<file path="src/rtl/hex7_pkg.sv">
// Shared constants for the byte-to-dual-seven-segment display driver.
//   - SEG_0 .. SEG_F : active-high {g,f,e,d,c,b,a} patterns for each hex nibble
//   - DP_BIT         : bit index of the decimal point in the 8-bit output byte
//   - SEG_BLANK      : active-high pattern for an unlit digit (dp included)
package hex7_pkg;

  localparam int unsigned SEG_W  = 7;
  localparam int unsigned BYTE_W = 8;
  localparam int unsigned DP_BIT = 7;

  localparam logic [SEG_W-1:0] SEG_0 = 7'h3F;
  localparam logic [SEG_W-1:0] SEG_1 = 7'h06;
  localparam logic [SEG_W-1:0] SEG_2 = 7'h5B;
  localparam logic [SEG_W-1:0] SEG_3 = 7'h4F;
  localparam logic [SEG_W-1:0] SEG_4 = 7'h66;
  localparam logic [SEG_W-1:0] SEG_5 = 7'h6D;
  localparam logic [SEG_W-1:0] SEG_6 = 7'h7D;
  localparam logic [SEG_W-1:0] SEG_7 = 7'h07;
  localparam logic [SEG_W-1:0] SEG_8 = 7'h7F;
  localparam logic [SEG_W-1:0] SEG_9 = 7'h6F;
  localparam logic [SEG_W-1:0] SEG_A = 7'h77;
  localparam logic [SEG_W-1:0] SEG_B = 7'h7C;
  localparam logic [SEG_W-1:0] SEG_C = 7'h39;
  localparam logic [SEG_W-1:0] SEG_D = 7'h5E;
  localparam logic [SEG_W-1:0] SEG_E = 7'h79;
  localparam logic [SEG_W-1:0] SEG_F = 7'h71;

  localparam logic [BYTE_W-1:0] SEG_BLANK = 8'h00;

endpackage : hex7_pkg

</file>
<file path="src/rtl/hex_to_7seg.sv">
// Pure combinational hex nibble to seven-segment decoder.
// Ports:
//   nibble_i [3:0] : hex digit to show
//   seg_o    [6:0] : active-high {g,f,e,d,c,b,a} segment pattern
module hex_to_7seg
  import hex7_pkg::*;
(
  input  logic [3:0]       nibble_i,
  output logic [SEG_W-1:0] seg_o
);

  always_comb begin
    // NOTE: a combinational case must assign its output on every path;
    // the default-first assignment below guarantees no latch is inferred.
    seg_o = SEG_0;
    unique case (nibble_i)
      4'h0: seg_o = SEG_0;
      4'h1: seg_o = SEG_1;
      4'h2: seg_o = SEG_2;
      4'h3: seg_o = SEG_3;
      4'h4: seg_o = SEG_4;
      4'h5: seg_o = SEG_5;
      4'h6: seg_o = SEG_6;
      4'h7: seg_o = SEG_7;
      4'h8: seg_o = SEG_8;
      4'h9: seg_o = SEG_9;
      4'hA: seg_o = SEG_A;
      4'hB: seg_o = SEG_B;
      4'hC: seg_o = SEG_C;
      4'hD: seg_o = SEG_D;
      4'hE: seg_o = SEG_E;
      4'hF: seg_o = SEG_F;
      default: seg_o = SEG_0;
    endcase
  end

endmodule : hex_to_7seg

</file>
<file path="src/rtl/top.sv">
// Byte-to-dual-seven-segment hex display driver.
// Value is sampled on every rising clk edge and shown one clock later as two
// hex characters: SevenSegDig1 for Value[7:4], SevenSegDig2 for Value[3:0].
// Ports:
//   clk          : system clock, rising edge
//   reset        : asynchronous, active-high; blanks both digits immediately
//   Value [7:0]  : byte to display
//   SevenSegDig1 : {dp,g,f,e,d,c,b,a} for the upper nibble
//   SevenSegDig2 : {dp,g,f,e,d,c,b,a} for the lower nibble
// Parameter:
//   SEG_ACTIVE_LOW : 1 inverts all eight output bits (common-anode boards)
module top
  import hex7_pkg::*;
#(
  parameter bit SEG_ACTIVE_LOW = 1'b0
) (
  input  logic              clk,
  input  logic              reset,
  input  logic [BYTE_W-1:0] Value,
  output logic [BYTE_W-1:0] SevenSegDig1,
  output logic [BYTE_W-1:0] SevenSegDig2
);

  // XOR mask applied to every output byte, dp included.
  localparam logic [BYTE_W-1:0] POL_MASK  = SEG_ACTIVE_LOW ? 8'hFF : 8'h00;
  localparam logic [BYTE_W-1:0] BLANK_OUT = SEG_BLANK ^ POL_MASK;

  logic [SEG_W-1:0]  seg_hi;
  logic [SEG_W-1:0]  seg_lo;
  logic [BYTE_W-1:0] dig1_d, dig1_q;
  logic [BYTE_W-1:0] dig2_d, dig2_q;

  // Decoders work on the live input so the value register and the output
  // register are one and the same: the byte is captured already encoded,
  // which gives exactly one clock of latency.
  hex_to_7seg u_dec_hi (
    .nibble_i (Value[7:4]),
    .seg_o    (seg_hi)
  );

  hex_to_7seg u_dec_lo (
    .nibble_i (Value[3:0]),
    .seg_o    (seg_lo)
  );

  always_comb begin
    dig1_d = {1'b0, seg_hi};
    dig2_d = {1'b0, seg_lo};
    // dp is never lit on this board.
    dig1_d[DP_BIT] = 1'b0;
    dig2_d[DP_BIT] = 1'b0;
    dig1_d = dig1_d ^ POL_MASK;
    dig2_d = dig2_d ^ POL_MASK;
  end

  // Both digits share one register stage and one reset, so they can never
  // update or blank independently of each other.
  always_ff @(posedge clk or posedge reset) begin
    // NOTE: sequential state uses non-blocking assignments so every flop
    // samples its pre-edge inputs regardless of statement order.
    if (reset) begin
      dig1_q <= BLANK_OUT;
      dig2_q <= BLANK_OUT;
    end else begin
      dig1_q <= dig1_d;
      dig2_q <= dig2_d;
    end
  end

  assign SevenSegDig1 = dig1_q;
  assign SevenSegDig2 = dig2_q;

endmodule : top

</file>
<file path="config.mk">
export PLATFORM = sky130hd
export DESIGN_NAME = top
export DESIGN_NICKNAME = d
export VERILOG_FILES = /design/src/rtl/hex7_pkg.sv /design/src/rtl/hex_to_7seg.sv /design/src/rtl/top.sv
export SDC_FILE = /design/constraint.sdc
export NUM_CORES = 1
export LEC_CHECK = 0
export CELL_PAD_IN_SITES_DETAIL_PLACEMENT = 1
export CELL_PAD_IN_SITES_GLOBAL_PLACEMENT = 1
export CORE_MARGIN = 5
export CORE_UTILIZATION = 31
export CTS_CLUSTER_DIAMETER = 120
export CTS_CLUSTER_SIZE = 16
export DETAILED_ROUTE_END_ITERATION = 16
export PLACE_DENSITY = 0.85
export REMOVE_ABC_BUFFERS = 1
export SLEW_MARGIN = 20
export SYNTH_ARGS = -nofsm -noshare
export SYNTH_HDL_FRONTEND = slang
export SYNTH_SLANG_ARGS = --single-unit
</file>
<file path="constraint.sdc">
create_clock -name clk -period 0.8 [get_ports clk]
set_input_delay 0.2 -clock clk [delete_from_list [all_inputs] [get_ports clk]]
set_output_delay 0.2 -clock clk [all_outputs]
set_load 0.005 [all_outputs]
</file>
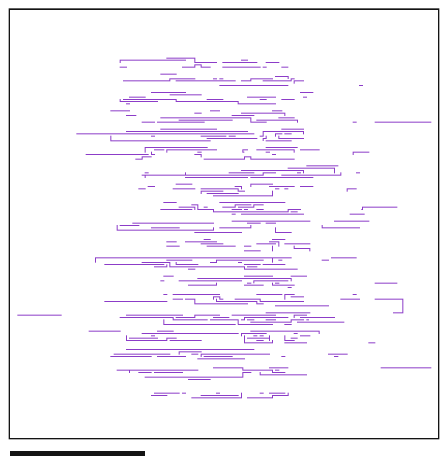
(images/met1.png)
The bar under the picture is 20 um long.
The layer carries 1,230 um of wire. The longest straight run is 29.0 um. The layer holds 43% of the routed length. The wires run mostly horizontal. 130 nets have wire on it.

==> impl_metrics.yaml <==
# implementation run metrics
grt:
  use_met3_pct: 4.973
  overflow: 0
  top_usage_layer: "met2"
  grt_util_met1_pct: 17.54
  grtUsageTotal_pct: 14.23
  grt_pass1_vias: 912
  grt_pass1_wl_um: 4547
  antenna_found_initial: 0
  use_met2_pct: 22.84
  grt_max_degree: 15
clock_tree:
  cts_made_buffers: 3
  cts.path.max_buffers: 2
  cts_tree: "built"
  clkTransAtPathRegs_ns: 0.09
  cts_sinks: 14
  clockRootBuffer: "clkbuf_4"
  h-tree-depth: 1
sta:
  rsz0062_at_grt: "true"
  setup_ws_ns: -0.2001
  hold_slack_ns: 0.2025
  min_period_ns: 1.000
  fmax_ghz: 0.9999
  drv_slew: 0
  finalCritPeriodShare_pct: 125.0
  setup_viol: 16
  final.setup.tns_ns: -2.627
  hold_viol_final: 0
routing:
  initialDrtViolationCount: 16
  vias: 802
  vias_per_cell: 4.861
  dr.pass1.iters: 4
  wl_um: 2839
  drc: 0
  wl_per_cell_um: 17.21
  antenna_left: 0
critical_path:
  path_delay_family: "flip-flops"
  cp-end-kind: "primary output"
  critPathBufInv: 1
  slowest_stage: "dfrtp_1"
  critPathLaunchType: "register"
  cp.required_ns: 0.60
  path_cells: "buf_2"
  cp_max_fo: 1
  cp_slowest_stage_delay_ns: 0.38
  critical_path_class: "reg2out"
  arrival_ns: 0.80
logic_synthesis:
  edf_count: 0
  ys_types: 27
  ys_area_um2: 883.3
  syn_inst: 90
  ys_warn_count: 0
  ys_seq_share_pct: 39.66
  synth_flop_count: 14
  yosys-top-cells-area: "dfrtp_1 (40%), ha_1 (20%), nand2b_1 (4.2%)"
  largest_area_cell: "dfrtp_1"
  syn_area_um2: 883.3
  ys_cells: 90
  async_flop_share_pct: 100.0
  netlist_top_cells_count: "dfrtp_1 (14), ha_1 (14), a21oi_1 (7)"
  ff_type: "dfrtp_1"
  synth_top_area_share_pct: 39.66
  syn_area_per_cell_um2: 9.815
layout:
  flop_area_um2: 350.3
  layout-drive-gt1-share_pct: 55.22
  logic_area_um2: 594.3
  diodes: 0
  nNetsFinal: 159
  syn_to_final_growth_pct: 56.37
  fillers: 307
outcome:
  status: "finished, violations left"
  violations: "negative setup slack"
hold_path:
  min_path_type: "in2async"
power_and_ir_drop:
  p_per_area_mw_per_mm2: 1358
  ir_drop_mv: 0.8446
  swShare_pct: 29.59
  combinationalPowerShare_pct: 29.4
  power.share.clock_pct: 29.1
  internal_power_uw: 1320
  switchingPower_uw: 554.9
  leakagePower_uw: 0.0006410
  sequentialPowerShare_pct: 41.5
floorplan:
  die_w_um: 63.38
  rows: 19
  ios: 26
  core_mm2: 0.002734
  die_h_um: 63.38
  core_util_floorplan_pct: 32.31
  chipArea_mm2: 0.004017
run:
  maxCapViolCount: 0
  warning_count: 39
place:
  port_buffers: 23
  hpwl_um: 1805
  globalplace.congestion: 0.8484
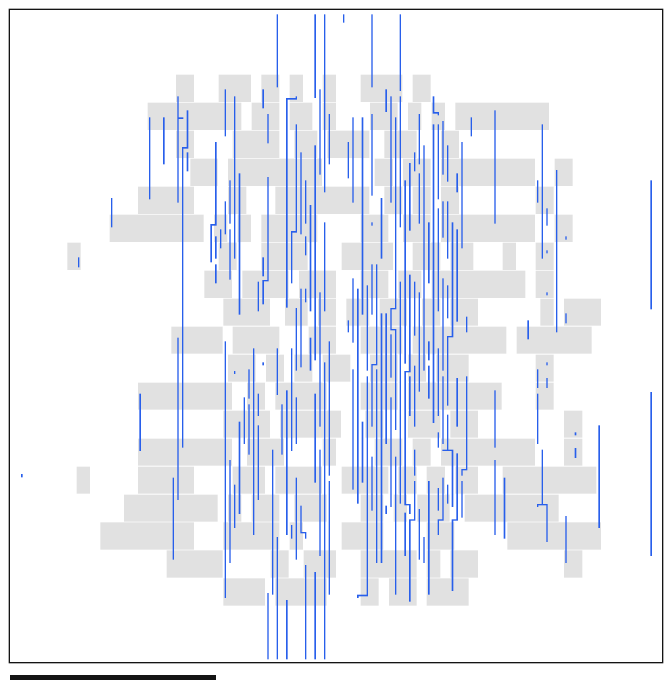
(images/met2.png)
The bar under the picture is 20 um long.
The longest straight run is 29.1 um. The layer holds 49% of the routed length. The wires run mostly vertical. 132 nets have wire on it.

## cells in the final DEF, fill, tap and decap left out, types with 5 or more instances in the layout
cell,count
buf_2,18
buf_4,16
dfrtp_1,14
nand2_1,6
ha_1,6
o21ai_1,5
a21oi_1,5
## sequential cells by signal (all words and copies together), names as in the netlist
register and flops:
SevenSegDig1 7, SevenSegDig2 7
## logic make-up (layout without fill, tap and decap cells)
| group | after synthesis | in the layout | share of synthesized area [%] |
|---|---|---|---|
| AND/OR/NAND/NOR | 23 | 23 | 13.17 |
| flip-flops | 14 | 14 | 39.66 |
| buffers and inverters | 12 | 55 | 7.365 |
| other | 1 | 2 | 0.4245 |
| multiplexers | 3 | 3 | 3.966 |
| adder cells (fa/ha/maj) | 14 | 14 | 19.83 |
| AND-OR/OR-AND | 23 | 23 | 15.58 |
## what timing repair did
item | 4_1_cts | 5_1_grt
hold buffers | 0 | 0
gates resized | 109 | 13
endpoints found under the setup margin | 28 | 22
cloned | 1 | 0
pin swaps | 8 | 5
setup buffers | 6 | 0
## through the flow
step	util [%]	worst slack (ns)	cells	total power [uW]	area (um^2)
after floorplan	-	-0.2577	86	965.3	848.3
after global placement	45.17	-0.7478	154	1253	1235
after detailed placement	45.17	-0.8492	154	1281	1235
after CTS	48.92	-0.2129	165	1829	1338
after global routing	50.53	-0.2450	165	1984	1381
final	50.53	-0.2001	165	1875	1381
## power by group through the flow
stage / combinational, uW / sequential, uW / clock, uW
2_1_floorplan: 161 / 804 / 0
3_3_place_gp: 459 / 794 / 0
3_5_place_dp: 483 / 798 / 0
4_1_cts: 502 / 781 / 547
5_1_grt: 604 / 786 / 594
6_report: 551 / 779 / 546
## worst max-delay path by stage
stage | startpoint | endpoint | slack (ns) | cells past startpoint
finish | SevenSegDig2[0] | SevenSegDig2[0] | -0.20 | 1
global route | SevenSegDig2[0] | SevenSegDig2[0] | -0.25 | 1
CTS | SevenSegDig2[0] | SevenSegDig2[0] | -0.21 | 1
detailed placement | Value[5] | SevenSegDig1[3] | -0.85 | 6
global placement | Value[4] | SevenSegDig1[3] | -0.75 | 6
floorplan | Value[5] | SevenSegDig1[3] | -0.26 | 5
## cell type report
cell class,instances,share of cell area (%)
timing repair buffer,44,23.55
sequential,14,25.36
multi-input combinational,65,43.03
tap,31,2.808
clock buffer,4,2.627
inverter,7,2.627
## layer usage
metal	part of all wire (%)	vias up
met2	49	21
met3	5.1	8
met5	0	-
li1	-	384
met1	43	389
met4	2.7	0
Power figures rest on the tool's default switching activity, not on a simulated workload.
